## config.mk

```make
export PLATFORM = sky130hd
export DESIGN_NAME = buffer_read_arbiter
export DESIGN_NICKNAME = d
export VERILOG_FILES = /design/src/rtl/buffer_read_arbiter.sv
export SDC_FILE = /design/constraint.sdc
export NUM_CORES = 1
export LEC_CHECK = 0
export CAP_MARGIN = 20
export CORE_MARGIN = 8
export CORE_UTILIZATION = 40
export CTS_CLUSTER_DIAMETER = 30
export CTS_CLUSTER_SIZE = 25
export DETAILED_ROUTE_END_ITERATION = 8
export PLACE_DENSITY = 0.86
export SETUP_SLACK_MARGIN = 0.5
export SYNTH_ARGS = -nofsm -noshare
export SYNTH_HDL_FRONTEND = slang
export SYNTH_SLANG_ARGS = --single-unit
export TNS_END_PERCENT = 20
```

## constraint.sdc

```tcl
create_clock -name clk -period 4.5 [get_ports clk]
set_input_delay 0.9 -clock clk [delete_from_list [all_inputs] [get_ports clk]]
set_output_delay 0.9 -clock clk [all_outputs]
set_load 0.01 [all_outputs]
```

## src/rtl/buffer_read_arbiter.sv

```systemverilog
// buffer_read_arbiter: round-robin arbiter sharing one indexed-buffer read port among NUM_REQ requesters
module buffer_read_arbiter #(
  parameter int NUM_REQ    = 4,
  parameter int DEPTH      = 256,
  parameter int ADDR_WIDTH = 8
) (
  input  logic                          clk,
  input  logic                          rst,
  input  logic [NUM_REQ-1:0]            req_valid,
  input  logic [NUM_REQ*ADDR_WIDTH-1:0] req_index,
  output logic [NUM_REQ-1:0]            req_ready,
  output logic [NUM_REQ-1:0]            rsp_valid,
  output logic [7:0]                    rsp_data,
  output logic                          rsp_err,
  output logic                          buf_read_en,
  output logic [ADDR_WIDTH-1:0]         buf_read_index,
  input  logic [7:0]                    buf_read_data,
  input  logic [ADDR_WIDTH:0]           buf_count,
  output logic                          busy
);
  localparam int IW = NUM_REQ > 1 ? $clog2(NUM_REQ) : 1;
  typedef enum logic [1:0] {IDLE, READ, RESP} state_t;
  state_t                r_state;
  logic [IW-1:0]         r_last;
  logic [IW-1:0]         r_gnt;
  logic [ADDR_WIDTH-1:0] r_idx;
  logic                  r_err;
  logic [IW-1:0]         w_gnt;
  logic                  w_any;
  logic                  w_in_range;
  logic                  w_grant;
  // Descending scan so the nearest requester after r_last is written last and wins.
  always_comb begin
    w_gnt = r_last;
    for (int k = NUM_REQ; k > 0; k--)
      if (req_valid[(int'(r_last) + k) % NUM_REQ]) w_gnt = IW'((int'(r_last) + k) % NUM_REQ);
  end
  assign w_any      = |req_valid;
  assign w_grant    = !rst && r_state == IDLE && w_any;
  assign w_in_range = ({1'b0, r_idx} < buf_count) && (int'(r_idx) < DEPTH);
  assign req_ready      = w_grant ? NUM_REQ'(1) << w_gnt : '0;
  assign buf_read_en    = !rst && r_state == READ && w_in_range;
  assign buf_read_index = buf_read_en ? r_idx : '0;
  assign rsp_valid      = (!rst && r_state == RESP) ? NUM_REQ'(1) << r_gnt : '0;
  assign rsp_err        = !rst && r_state == RESP && r_err;
  assign rsp_data       = (!rst && r_state == RESP && !r_err) ? buf_read_data : 8'h00;
  assign busy           = !rst && r_state != IDLE;
  always_ff @(posedge clk) begin
    if (rst) begin
      r_state <= IDLE;
      r_last  <= IW'(NUM_REQ - 1);
      r_gnt   <= '0;
      r_idx   <= '0;
      r_err   <= 1'b0;
    end else if (r_state == IDLE && w_any) begin
      r_gnt   <= w_gnt;
      r_last  <= w_gnt;
      r_idx   <= req_index[int'(w_gnt)*ADDR_WIDTH +: ADDR_WIDTH];
      r_state <= READ;
    end else if (r_state == READ) begin
      r_err   <= !w_in_range;
      r_state <= RESP;
    end else if (r_state == RESP) begin
      r_state <= IDLE;
    end
  end
endmodule

```

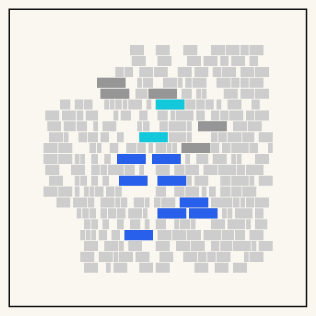
run_1/registers.png
Scale: 4 px per um.
| color | signal | sequential cells |
|---|---|---|
| cyan | `r_state` | 2 |
| blue | `r_idx` | 8 |
seq pwr: 0.177 mW
register area: 300 um^2

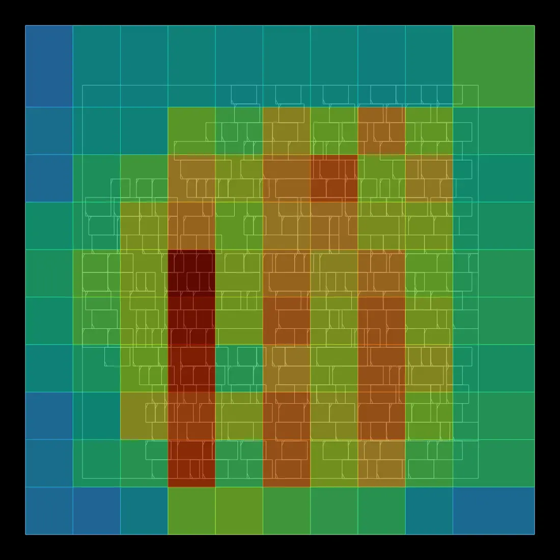
run_1/final_congestion.png
M1 GR Usage: 0.181
grt met2 use: 0.262
Total GRT Usage: 0.152

==> run summary, run 1 <==
run metrics: outcome complete, no violations, nonclk buf count 86, CP endpoint req_ready[3], Worst Path Arrival 3.10 ns, gpl congestion 0.851, syn nets 251, DR iter-0 viols 70, CP dominant cell by count clkdlybuf4s50_1, Slew HR 0.537, Peak supply drop ~100 uV, core box area between 3000 and 4000 um^2, Antenna Nets Post-Route 0, vias 1506, worst-path fanout max 18, worst r2r dst r_idx[6], RSZ-0062 raised after global routing yes, overall power 0.473 mW, HPWL Detailed ~3400 um, Post-synth seq share 0.223, cell count of the worst reg-to-reg path 5, fillcell total 285, cts hold-fix bufs 0, grt total ovfl 0, die width 74.0 um, Signal inverters 18, wire per inst approximately 13 um, crit-path max cell delay 0.60 ns, syn_area_per_cell 7.22 um^2, final setup fails 0, fin crit share 0.889, height of the die 74.0 um, Worst setup SP type primary input, Worst setup EP type output pin, max frequency 0.250 GHz, initial antenna violation count 0, Clock Sinks 15, Hold Path Class register to register, Cell area leaders dfxtp_1 22%, ha_1 9.3%, and2_1 8.8%, multi-input combinational area share 0.416, OpenROAD warning count 30, largest net degree at the start of global routing 19, ys cells between 150 and 200, CP cell instances clkdlybuf4s50_1, or3b_1, and3_4, nor2_1, clkdlybuf4s50_1, Latency at later pin 0.28 ns, Slowest cell on crit path or3b_1, number of diodes 0, layout cell share with drive strength beyond 1 0.0526, n_taps 46, fp_density 0.409, CTS tree done, worst path bufs/invs 2, required time of the critical path roughly 3.6 ns, Setup Crit Path Kind primary input to output pin, clock period minus worst slack 4.00 ns, Hold Vio Cnt, Final 0, clk buf depth 2, Worst Skew 0.00822 ns, # H-tree levels 1, Worst Tran Pin Value 0.693 ns, CLK BUF 3, DP Area approximately 2200 um^2, DRT Pass-1 Iters 4, DR DRC count 0, max-slew violations 0, YS chip area 1340 um^2, Synth cell types 31, die area 5470 um^2, Worst-path clk slew 0.09 ns, R2R Setup Slk 2.61 ns, setup_tns 0 ns, Top Family by Delay on Critical Path buffers and inverters, fraction of cell area in non-clock buffers 0.381, # rows 21
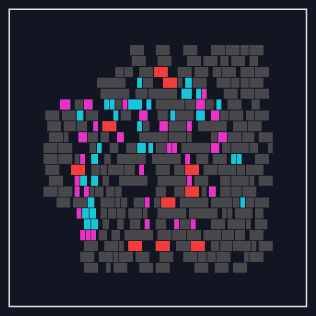
run_1/gate_families.png
Scale: 4 px per um.
| color | family | cells |
|---|---|---|
| magenta | NAND gates | 32 |
| red | multiplexers | 10 |
| cyan | NOR gates | 28 |

run 1: worst reg2reg max path: cells and delay by family, from the launching register on:
| kind | cells | cell delay, ns |
|---|---|---|
| AOI/OAI and AO/OA | 1 | 0.10 |
| DFF | 1 | 0.47 |
| and+or+nand+nor | 2 | 0.70 |
| muxes | 2 | 0.49 |
run 1: worst min-delay path by stage:
stage | depth (start not counted) | slack [ns] | end
floorplan | 2 | 0.45 | r_gnt[1]
global placement | 2 | 0.47 | r_err
detailed placement | 2 | 0.48 | r_err
CTS | 2 | 0.49 | r_err
global route | 2 | 0.52 | r_err
finish | 2 | 0.48 | r_err
run 1: kinds of logic (layout without fill, tap and decap cells):
kind of cell    count (synthesis)  count (layout)  share of synthesized area
compound gates                 39              39                      0.184
fa+ha+maj                      10              10                     0.0931
buf+inv                        28             108                      0.101
flops                          15              15                      0.223
mux                            10              10                     0.0745
simple gates                   84              84                      0.323
run 1: timing repair:
action                                  in CTS  in global routing
gates resized                                3                  4
endpoints found under the setup margin      11                 10
pin swaps                                    1                  1
buffers inserted                             2                  0
run 1: power by group:
part	leakage [nW]	internal [mW]	switching, mW
combinational	0.858	0.122	0.0982
sequential	0.124	0.155	0.0222
clock	0.0177	0.0330	0.0428
total	1.00	0.310	0.163
run 1: metrics by stage:
step | utilization | setup WS [ns] | hold WS, ns | instances
2_1_floorplan | - | 1.33 | 0.453 | 186
3_3_place_gp | 0.659 | 0.339 | 0.469 | 306
3_5_place_dp | 0.659 | 0.243 | 0.479 | 306
4_1_cts | 0.673 | 0.463 | 0.493 | 312
5_1_grt | 0.678 | 0.370 | 0.516 | 312
6_report | 0.678 | 0.501 | 0.484 | 312
run 1: registers in the layout, indices dropped and copies added (netlist names):
register,count
r_gnt,2
r_state,2
r_err,1
r_last,2
r_idx,8
run 1: layer usage:
layer	vias up	GRT usage	share of wire	wire, um
li1	799	-	-	-
met1	654	0.181	0.45	1840
met2	51	0.262	0.49	2020
met3	2	0.0229	0.056	232
met4	0	0.0665	0.011	44
met5	-	0	0	0
run 1: cells in the mapped netlist, drive strengths merged:
cell / n
nor2b: 2
and4: 1
a21o: 3
dfxtp: 15
nand3: 2
and3: 2
a31oi: 9
o221ai: 1
mux2i: 10
nand2: 21
ha: 10
nand3b: 1
nor3b: 1
o41ai: 1
nand2b: 8
a21oi: 6
buf: 8
o211ai: 8
o21ai: 9
a211oi: 1
or3b: 1
and2: 19
or2: 1
nor2: 14
nor3: 11
clkbuf: 2
a22o: 1
inv: 18
run 1: layout by cell type (no fill, tap or decap), drive strengths merged:
master         synthesis  routed
dlygate4sd2            0       2
o41ai                  1       1
nor2                  14      14
a22o                   1       1
clkbuf                 2       3
nor3b                  1       1
and3                   2       2
inv                   18      18
o221ai                 1       1
a21oi                  6       6
nand3                  2       2
clkinv                 0       1
buf                    8       5
nand2                 21      21
o211ai                 8       8
and2                  19      19
dfxtp                 15      15
nor2b                  2       2
and4                   1       1
mux2i                 10      10
a211oi                 1       1
nand2b                 8       8
or2                    1       1
a21o                   3       3
a31oi                  9       9
o21ai                  9       9
nand3b                 1       1
dlymetal6s2s           0       1
ha                    10      10
nor3                  11      11
clkdlybuf4s50          0      78
or3b                   1       1
run_1/pins.png
Scale: 6 px per um. Pins as bars across the die edge, other pins in gray.
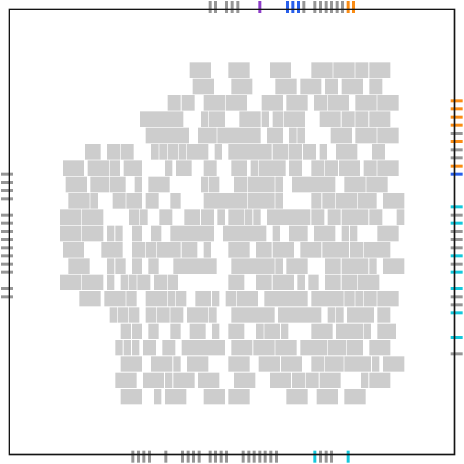

--- run 2 (diff from run 1) ---
- clock period: 4.5 -> 4.7 ns (I/O delays scaled with it)
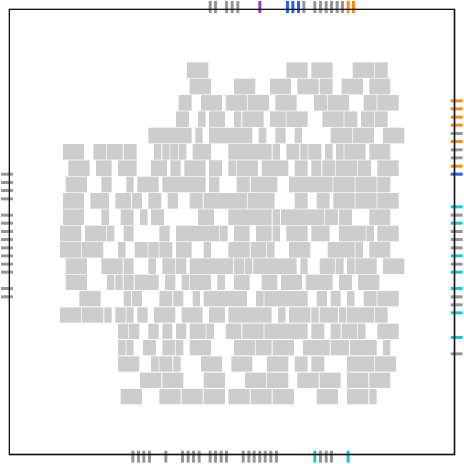
run_2/pins.png
Scale: 6 px per um. Pins as bars across the die edge, other pins in gray.
| color | port | pins | direction | edge |
|---|---|---|---|---|
| blue | `rsp_valid` | 4 | output | 3 top, 1 right |
| orange | `rsp_data` | 8 | output | 6 right, 2 top |
| purple | `busy` | 1 | output | top |
| cyan | `buf_count` | 9 | input | 7 right, 2 bottom |
die width: 74.0 um
IO Port Bufs: 81
height of the die: 74.0 um

==> run 2 against run 1 <==
  * Clock-buffer cell count unchanged
  * Synthesized cell count unchanged
  * Wire length decreased by 0.70%
  * Largest power group unchanged
==> run summary, run 2 <==
run metrics: Post-synth seq share 0.223 (unchanged), number of diodes 0 (unchanged), Total GRT Usage 0.148 (-0.00349), worst-path fanout max 9 (-9), grt met2 use 0.258 (-0.00391), # rows 21 (unchanged), number of enable flip-flop cells 0 (unchanged), worst r2r dst r_idx[7], layout cell share with drive strength beyond 1 0.0342 (-0.0184), Comb pwr share 0.459 (-0.007), overall power 0.447 mW (-5.6%), core box area 3280 um^2 (unchanged), initial antenna violation count 0 (unchanged), Antenna Nets Post-Route 0 (unchanged), Internal 0.293 mW (-5.4%), fin crit share 0.886, max frequency 0.240 GHz, Slew HR 0.537 (about the same), clk buf depth 2 (unchanged), Hold Vio Cnt, Final 0 (unchanged), Worst setup SP type primary input, NetSw 0.154 mW (-5.9%), most frequent cells in the layout 81 x clkdlybuf4s50_1, 21 x nand2_1, 19 x and2_1, 18 x inv_1, 15 x dfxtp_1, max-slew violations 0 (unchanged), Post-CTS Repair Setup Buffers 0 (-2), Synth cell types 31 (unchanged), final setup fails 0 (unchanged), M3 GR Usage 0.0216 (-0.00135), DR iter-0 viols 63 (-10%), Peak supply drop 106 uV (+3.5%), outcome complete, no violations, largest net degree at the start of global routing 19 (unchanged), syn nets 251 (unchanged), ys cells 186 (unchanged), grt total ovfl 0 (unchanged), CTS tree done, Biggest register r_idx, Clock Sinks 15 (unchanged), required time of the critical path 3.76 ns (+0.16 ns), Worst-path clk slew 0.09 ns (about the same), Clk pwr share 0.163 (+0.003), HPWL Detailed 3490 um (+2.6%), Worst setup EP type output pin, vias 1506 (unchanged), DR DRC count 0 (unchanged), Worst Path Arrival 3.22 ns (+0.12 ns), gpl congestion 0.796 (-6.4%), Worst Tran Pin Value 0.693 ns (+0.000164 ns), CP endpoint buf_read_index[1], Worst Skew 0.00635 ns (-0.00187 ns), Cell area leaders dfxtp_1 22%, ha_1 9.3%, and2_1 8.8%, RSZ-0062 raised after global routing yes, Largest register FFs 8 (unchanged), die area 5470 um^2 (unchanged), Latency at later pin 0.28 ns (about the same), OpenROAD warning count 29 (-3.3%), clock period minus worst slack 4.16 ns, YS chip area 1340 um^2 (unchanged), fp_density 0.409 (unchanged), synth cell count leaders 21 x nand2_1, 19 x and2_1, 18 x inv_1, asr flop ratio synth 0 (unchanged)
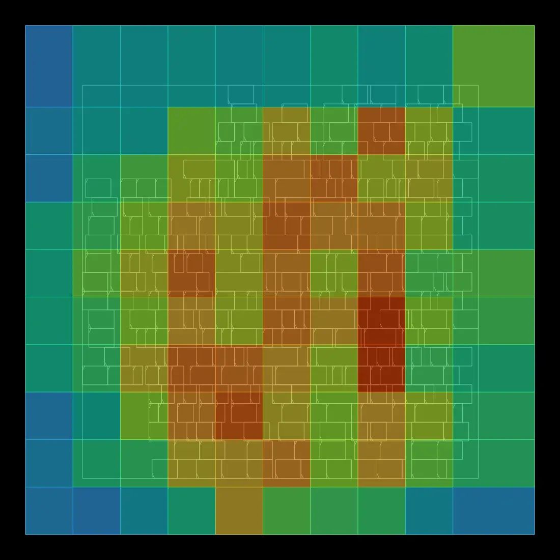
run_2/final_congestion.png
GR peak layer: met2
wire per inst: 13.3 um
M1 GR Usage: 0.177

## run 2: worst min path at each step
stage / slack [ns] / endpoint / startpoint / cells after the start
global route: 0.52 / r_err / r_err / 2
finish: 0.49 / r_err / r_err / 2
global placement: 0.47 / r_err / r_err / 2
detailed placement: 0.48 / r_err / r_err / 2
floorplan: 0.45 / r_gnt[1] / r_gnt[1] / 2
CTS: 0.50 / r_err / r_err / 2
## run 2: cells by family after synthesis
family / share of synthesized area
AND/OR/NAND/NOR: 0.323
flip-flops: 0.223
buffers and inverters: 0.101
adder cells (fa/ha/maj): 0.0931
AND-OR/OR-AND: 0.184
multiplexers: 0.0745
## run 2: cell type report
| class | count | area [um^2] |
|---|---|---|
| clock inverters | 1 | 5.00 |
| flip-flops and latches | 15 | 300 |
| fillers | 309 | 1090 |
| inverters | 18 | 67.6 |
| clock buffers | 3 | 22.5 |
| well taps | 46 | 57.6 |
| repair buffers | 83 | 826 |
| multi-input cells | 143 | 916 |
## run 2: worst max-delay path: stages
cell,delay [ns]
clkdlybuf4s50_1,0.45
inv_1,0.04
ha_1,0.29
and4_1,0.19
o21ai_0,0.07
o221ai_1,0.19
a21oi_2,0.33
and2_1,0.18
clkdlybuf4s50_1,0.54
## run 2: power by group through the flow
stage | Sequential [mW] | Clock (mW) | Combinational, mW
CTS | 0.169 | 0.0749 | 0.205
global route | 0.173 | 0.0798 | 0.228
floorplan | 0.163 | 0 | 0.127
detailed placement | 0.172 | 0 | 0.203
finish | 0.169 | 0.0728 | 0.205
global placement | 0.171 | 0 | 0.198
## run 2: metal layers
layer | part of all wire | routed length (um)
met4 | 0.013 | 53
met5 | 0 | 0
met1 | 0.43 | 1780
met2 | 0.49 | 2030
met3 | 0.061 | 252
## run 2: timing repair
action / 4_1_cts / 5_1_grt
hold endpoints to repair: 0 / 0
setup endpoints to repair: 9 / 10
pin swaps: 0 / 0
gates resized: 1 / 1
hold buffers: 0 / 0
## run 2: through the flow
step	util	instance area, um^2	cells	hold slack, ns	setup WS [ns]
floorplan	-	1340	186	0.453	1.45
global placement	0.657	2160	305	0.470	0.462
detailed placement	0.657	2160	305	0.483	0.370
CTS	0.667	2190	309	0.497	0.517
global route	0.668	2190	309	0.524	0.374
finish	0.668	2190	309	0.488	0.537
run_2/gate_families.png
Scale: 4 px per um.
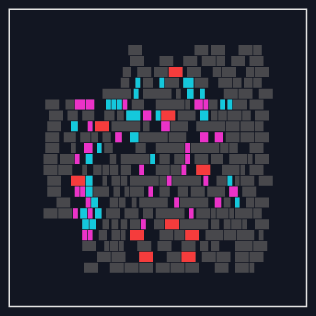

--- run 3 (diff from run 2) ---
- GPL_TIMING_DRIVEN: not set -> 0
- HOLD_SLACK_MARGIN: not set -> 0.03
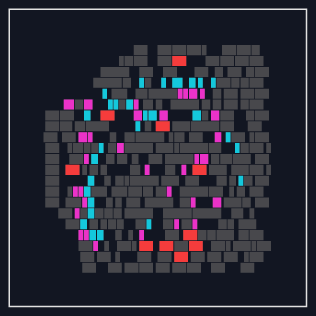
run_3/gate_families.png
Scale: 4 px per um.
| color | family | cells |
|---|---|---|
| cyan | NOR gates | 28 |
| magenta | NAND gates | 32 |
| red | multiplexers | 10 |

==> run 3 against run 2 <==
  * Sequential share of layout area fell by 0.28 points
  * Clock skew fell by 0.0016 ns
  * Critical path type unchanged
  * First-iteration DRC count fell by 4.8%
  * Fmax fell by 0.28%
  * Power rose by 1.8%
  * Critical endpoint unchanged
  * Clock-buffer cell count did not move
  * Via count rose by 2.7%
==> run summary, run 3 <==
run metrics: outcome complete, no violations, Hold Path End r_gnt[1], Worst Skew 0.00473 ns (-0.00162 ns), layout cell share with drive strength beyond 1 0.0556 (+0.0213), Clock Sinks 15 (unchanged), register area 300 um^2 (unchanged), Largest register FFs 8 (unchanged), crit-path max cell delay 0.54 ns (about the same), grt met2 use 0.266 (+0.00781), required time of the critical path 3.76 ns (about the same), CTS tree done, worst r2r dst r_idx[0], clock period minus worst slack 4.17 ns (+0.0118 ns), grt total ovfl 0 (unchanged), Worst-path clk slew 0.09 ns (about the same), fillcell total 294 (-4.9%), Latency at later pin 0.28 ns (about the same), OpenROAD warning count 29 (unchanged), synth cell count leaders 21 x nand2_1, 19 x and2_1, 18 x inv_1, height of the die 74.0 um (unchanged), clk buf depth 2 (unchanged), GR peak layer met2, Hold Vio Cnt, Final 0 (unchanged), die width 74.0 um (unchanged), Antenna Nets Post-Route 0 (unchanged), Cell area leaders dfxtp_1 22%, ha_1 9.3%, and2_1 8.8%, M3 GR Usage 0.0243 (+0.00270), gpl congestion 0.842 (+5.7%), wire per inst 12.8 um (-3.6%), Total GRT Usage 0.148 (-0.000875), initial antenna violation count 0 (unchanged), YS chip area 1340 um^2 (unchanged), Biggest register r_idx, IO Port Bufs 80 (-1.2%), most frequent cells in the layout 80 x clkdlybuf4s50_1, 21 x nand2_1, 19 x and2_1, 18 x inv_1, 15 x dfxtp_1, M1 GR Usage 0.167 (-0.0103), Setup WS post-layout 0.525 ns (-0.0118 ns), max frequency 0.240 GHz (-0.28%), Worst setup SP type primary input, hold depth 2 (unchanged), worst-path fanout max 9 (unchanged), Peak supply drop 110 uV (+3.3%), fin crit share 0.888 (+0.00250), number of enable flip-flop cells 0 (unchanged), CP dominant cell by count clkdlybuf4s50_1, pre-CTS WS 0.374 ns (+0.00465 ns), Worst Tran Pin Value 0.569 ns (-0.124 ns), max-slew violations 0 (unchanged), asr flop ratio synth 0 (unchanged), ys cells 186 (unchanged), core box area 3280 um^2 (unchanged), Synth cell types 31 (unchanged), final setup fails 0 (unchanged), Hold Startpoint r_gnt[1], Worst Path Arrival 3.23 ns (about the same), die area 5470 um^2 (unchanged), CP cell instances clkdlybuf4s50_1, inv_1, ha_1, a21o_1, a21oi_1, o221ai_1, a21oi_2, and2_1, clkdlybuf4s50_1
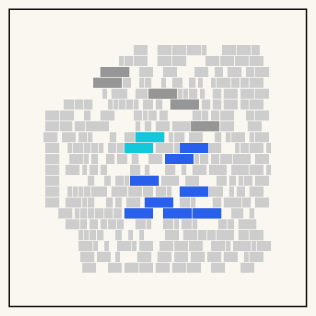
run_3/registers.png
Scale: 4 px per um.
| color | signal | sequential cells |
|---|---|---|
| cyan | `r_state` | 2 |
| blue | `r_idx` | 8 |
not colored: 5

-- run 3: netlist changes by cell type in the layout (fill, tap and decap cells not counted) --
cell,change
nor3_1,+1
buf_6,+3
nor3_2,-1
buf_4,-1
clkbuf_1,+2
buf_2,+4
clkdlybuf4s50_1,-1
o41ai_1,-1
o41ai_2,+1
-- run 3: report_power, final --
| part | switching (mW) | internal [mW] | total, mW |
|---|---|---|---|
| clock network | 0.0416 | 0.0316 | 0.0732 |
| logic | 0.0955 | 0.121 | 0.216 |
| registers | 0.0173 | 0.148 | 0.166 |
| total | 0.154 | 0.300 | 0.455 |
-- run 3: area by class of cell --
cell class,instances,area share
Sequential cell,15,0.134
Inverter,18,0.0302
Tap cell,46,0.0257
Timing Repair Buffer,80,0.357
Clock inverter,1,0.00223
Buffer,10,0.0307
Multi-Input combinational cell,143,0.410
Clock buffer,3,0.0101
-- run 3: cells by family after synthesis --
logic type / Yosys count / share of synthesized area
AND-OR/OR-AND: 39 / 0.184
adder cells (fa/ha/maj): 10 / 0.0931
buffers and inverters: 28 / 0.101
flip-flops: 15 / 0.223
multiplexers: 10 / 0.0745
AND/OR/NAND/NOR: 84 / 0.323
-- run 3: worst max path at each step --
| stage | from | end | cells past startpoint |
|---|---|---|---|
| global route | buf_count[4] | buf_read_index[4] | 9 |
| global placement | buf_count[4] | buf_read_index[5] | 9 |
| detailed placement | buf_count[4] | buf_read_index[4] | 9 |
| floorplan | buf_count[4] | buf_read_index[0] | 7 |
| finish | buf_count[4] | buf_read_index[1] | 9 |
| CTS | buf_count[4] | buf_read_index[4] | 9 |
-- run 3: worst max-delay path, delay by kind of cell --
family	cells	cell delay (ns)
buf+inv	3	1.03
compound gates	4	0.80
simple gates	1	0.18
fa+ha+maj	1	0.29
-- run 3: metal layers --
metal  wire (um)  part of all wire
met1        1750              0.43
met2        1980              0.49
met3         274             0.068
met4          52             0.013
met5           0                 0
-- run 3: per-stage QoR --
stage / power (mW) / hold WS [ns] / cells / instance area (um^2)
final: 0.455 / 0.486 / 316 / 2240
after global routing: 0.490 / 0.510 / 316 / 2240
after CTS: 0.457 / 0.487 / 316 / 2230
after detailed placement: 0.383 / 0.473 / 312 / 2200
after global placement: 0.377 / 0.466 / 312 / 2200
after floorplan: 0.290 / 0.453 / 186 / 1340
-- run 3: what timing repair did --
action,CTS,global route
hold buffers,0,0
gates resized,1,1
endpoints found under the hold margin,0,0
setup endpoints to repair,9,11
Power figures rest on the tool's default switching activity, not on a simulated workload.
